--- src/rtl/spart_rx.sv ---
// SPART receiver: 16x oversampled 8N1 UART receive path.
// Delivers bytes with rda/ack handshake, frame and overrun flags.
module spart_rx #(
   parameter int unsigned DIV_4800  = 1302,
   parameter int unsigned DIV_9600  = 651,
   parameter int unsigned DIV_19200 = 326,
   parameter int unsigned DIV_38400 = 163
) (
   input  logic       clk,
   input  logic       rst,
   input  logic       rxd,
   input  logic [1:0] br_cfg,
   input  logic       rd_ack,
   output logic [7:0] rx_data,
   output logic       rda,
   output logic       frame_err,
   output logic       overrun
);

   typedef enum logic [1:0] {IDLE, START, DATA, STOP} state_t;

   state_t      state;
   logic        rx_s1;
   logic        rx_s2;
   logic        rx_prev;
   logic [15:0] cnt;
   logic [15:0] reload;
   logic        tick;
   logic        fall;
   logic        restart;
   logic [3:0]  smp;
   logic [2:0]  bit_cnt;
   logic [7:0]  shreg;

   // Two-flop synchronizer plus previous-value flop for edge detection
   always_ff @(posedge clk or negedge rst) begin
      if (!rst) begin
         rx_s1   <= 1'b1;
         rx_s2   <= 1'b1;
         rx_prev <= 1'b1;
      end else begin
         rx_s1   <= rxd;
         rx_s2   <= rx_s1;
         rx_prev <= rx_s2;
      end
   end

   // Select the reload value from the baud configuration
   always_comb begin
      reload = 16'(DIV_4800 - 1);
      unique case (br_cfg)
         2'b00: reload = 16'(DIV_4800 - 1);
         2'b01: reload = 16'(DIV_9600 - 1);
         2'b10: reload = 16'(DIV_19200 - 1);
         2'b11: reload = 16'(DIV_38400 - 1);
      endcase
   end

   assign fall    = rx_prev & ~rx_s2;
   assign restart = (state == IDLE) && fall;
   assign tick    = (cnt == 16'd0);

   // Oversample tick generator; br_cfg only matters at reload time
   always_ff @(posedge clk or negedge rst) begin
      if (!rst)
         cnt <= 16'd0;
      else if (restart || tick)
         cnt <= reload;
      else
         cnt <= cnt - 16'd1;
   end

   // Receive FSM with registered byte, flags and handshake
   always_ff @(posedge clk or negedge rst) begin
      if (!rst) begin
         state     <= IDLE;
         smp       <= 4'd0;
         bit_cnt   <= 3'd0;
         shreg     <= 8'h00;
         rx_data   <= 8'h00;
         rda       <= 1'b0;
         frame_err <= 1'b0;
         overrun   <= 1'b0;
      end else begin
         if (rd_ack && rda) begin
            rda     <= 1'b0;
            overrun <= 1'b0;
         end
         unique case (state)
            IDLE: begin
               if (fall) begin
                  smp   <= 4'd0;
                  state <= START;
               end
            end
            START: begin
               if (tick) begin
                  if (smp == 4'd7) begin
                     smp     <= 4'd0;
                     bit_cnt <= 3'd0;
                     state   <= rx_s2 ? IDLE : DATA;
                  end else begin
                     smp <= smp + 4'd1;
                  end
               end
            end
            DATA: begin
               if (tick) begin
                  if (smp == 4'd15) begin
                     shreg[bit_cnt] <= rx_s2;
                     smp            <= 4'd0;
                     bit_cnt        <= bit_cnt + 3'd1;
                     if (bit_cnt == 3'd7)
                        state <= STOP;
                  end else begin
                     smp <= smp + 4'd1;
                  end
               end
            end
            STOP: begin
               if (tick) begin
                  if (smp == 4'd15) begin
                     rx_data   <= shreg;
                     rda       <= 1'b1;
                     frame_err <= ~rx_s2;
                     overrun   <= rda & ~rd_ack;
                     smp       <= 4'd0;
                     state     <= IDLE;
                  end else begin
                     smp <= smp + 4'd1;
                  end
               end
            end
         endcase
      end
   end

endmodule

--- config.mk ---
export PLATFORM = sky130hd
export DESIGN_NAME = spart_rx
export DESIGN_NICKNAME = d
export VERILOG_FILES = /design/src/rtl/spart_rx.sv
export SDC_FILE = /design/constraint.sdc
export NUM_CORES = 1
export LEC_CHECK = 0
export CORE_UTILIZATION = 52
export CTS_CLUSTER_DIAMETER = 120
export DETAILED_ROUTE_END_ITERATION = 12
export PLACE_DENSITY = 0.83
export SLEW_MARGIN = 20
export SYNTH_ARGS = -nofsm -noshare
export SYNTH_HDL_FRONTEND = slang
export SYNTH_SLANG_ARGS = --single-unit
--- constraint.sdc ---
create_clock -name clk -period 2.2 [get_ports clk]
set_input_delay 0.66 -clock clk [delete_from_list [all_inputs] [get_ports clk]]
set_output_delay 0.66 -clock clk [all_outputs]
set_load 0.05 [all_outputs]
**Routing congestion**

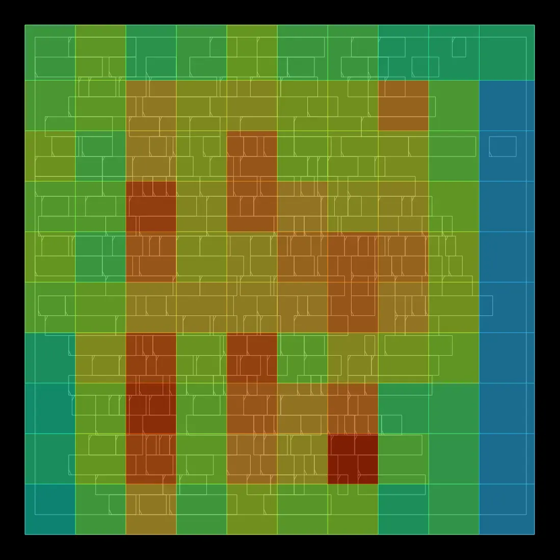
met3 track demand over resource: 0.0392
met1 GRT Util: 0.251

**Clock network drawn from the DEF**

Scale: 8 px per um.
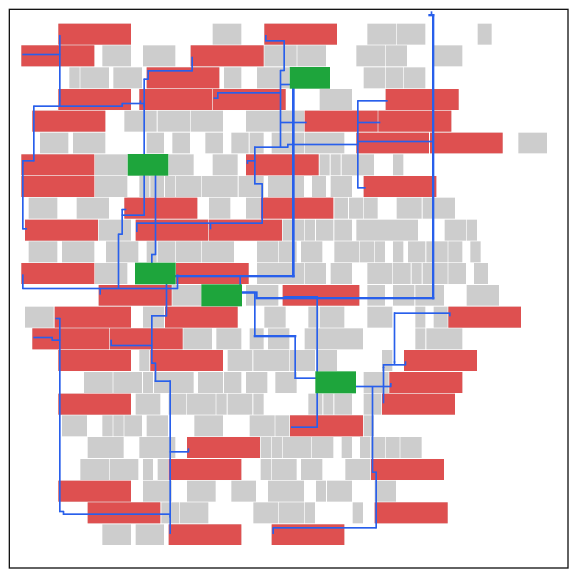
flip-flops: in red, count 47. clock-net drivers: in green, count 5. clock wires: in blue, length 541 um.
There are 6 routed clock nets. Position of the flops: all over the die.
clock group share of total power: 0.226
clock distribution power: 0.570 mW
Clock Skew: 0.00647 ns
Latency at later pin: 0.30 ns

==> out/notes.md <==
The flow ran to the end, and the final reports show no timing, DRC or antenna violations. For this floorplan the total number of well-tap instances is 52. Post-synth the commonest register cell is sky130_fd_sc_hd__dfrtp_1. In the final layout, excluding clock inverters the inverter count is 8.

In this run the worst setup path terminates at rda. Met2 usage in global routing: 0.290. With the fraction of cell area in non-clock buffers at 0.105, the fraction of power spent switching nets is 0.334. The area share of the largest cell type after synthesis works out to 0.462. The chip area line in the Yosys stat output reads 2380 um2.

The routed design uses 2.02 mm of met2 wire. Count of inserted antenna diode cells: 0. Largest non-sequential cell family by area: simple AND/OR/NAND/NOR gates.

The total buffers and inverters traversed by the critical path was 1; the tally of filler cells in the layout was 331. In the layout the commonest cells are 44 x sky130_fd_sc_hd__dfrtp_1, 19 x sky130_fd_sc_hd__mux2_2, 17 x sky130_fd_sc_hd__nor2_1. In the routed design, unresolved DRC markers number 0. Combinational share of cell area: 0.399. Counting flops with a built-in enable in the synthesized netlist gives 0. The logs give 2.52 mW for the total power and 0 for the post-cts hold buffer count.

Headroom to the max-slew limit: 0.670. With the synthesized instance count at 208, the cell depth of the worst flop-to-flop path is 5. The clock period could shrink to 2.15 ns. After layout, the clock buffer instance count stands at 7.

The quantity of gates resized following cts was 0. The largest registers in the layout are cnt (16), rx_data (8), shreg (8). The registers of the reported paths see a clock transition of 0.09 ns. Ranked by instance count, the synthesized netlist is headed by 44 x sky130_fd_sc_hd__dfrtp_1, 19 x sky130_fd_sc_hd__mux2_2, 17 x sky130_fd_sc_hd__nor2_1.

The sequential share of power is 0.470. The run gives 0.293 ns for the worst hold slack. The post-layout period usage of the worst path works out to 0.976. The final count of pins violating max slew came out at 0.

The total instance count after detailed placement came out at 282. The worst setup path is captured at a primary output. Transition time at the pin with the least slew margin: 0.494 ns.

STA classifies the critical path startpoint as a flip-flop. The routed design uses 73 um of met3 wire. The highest supply drop recorded on VDD is 0.000529 V. The root buffer cell is sky130_fd_sc_hd__clkbuf_8. The busiest layer in global routing was met2. The mux cell area share after synthesis was 0.145.
**Placement density heat map**

Scale: 4 px per um. 7 x 7 tiles, from white (low) to dark blue (high), 0 to 100% covered.
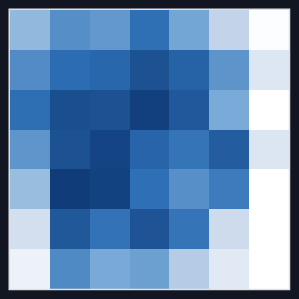
33% of the tiles are over 75% full. 10% of the tiles are nearly empty. The emptiest ninth of the die: lower right. The mean over all tiles is 56%. The fullest tile reaches 95%.
final standard cell utilization of the core: 0.635
core box area: 4380 um2
FP Util: 0.543

Power is estimated from default activity; no workload was simulated.
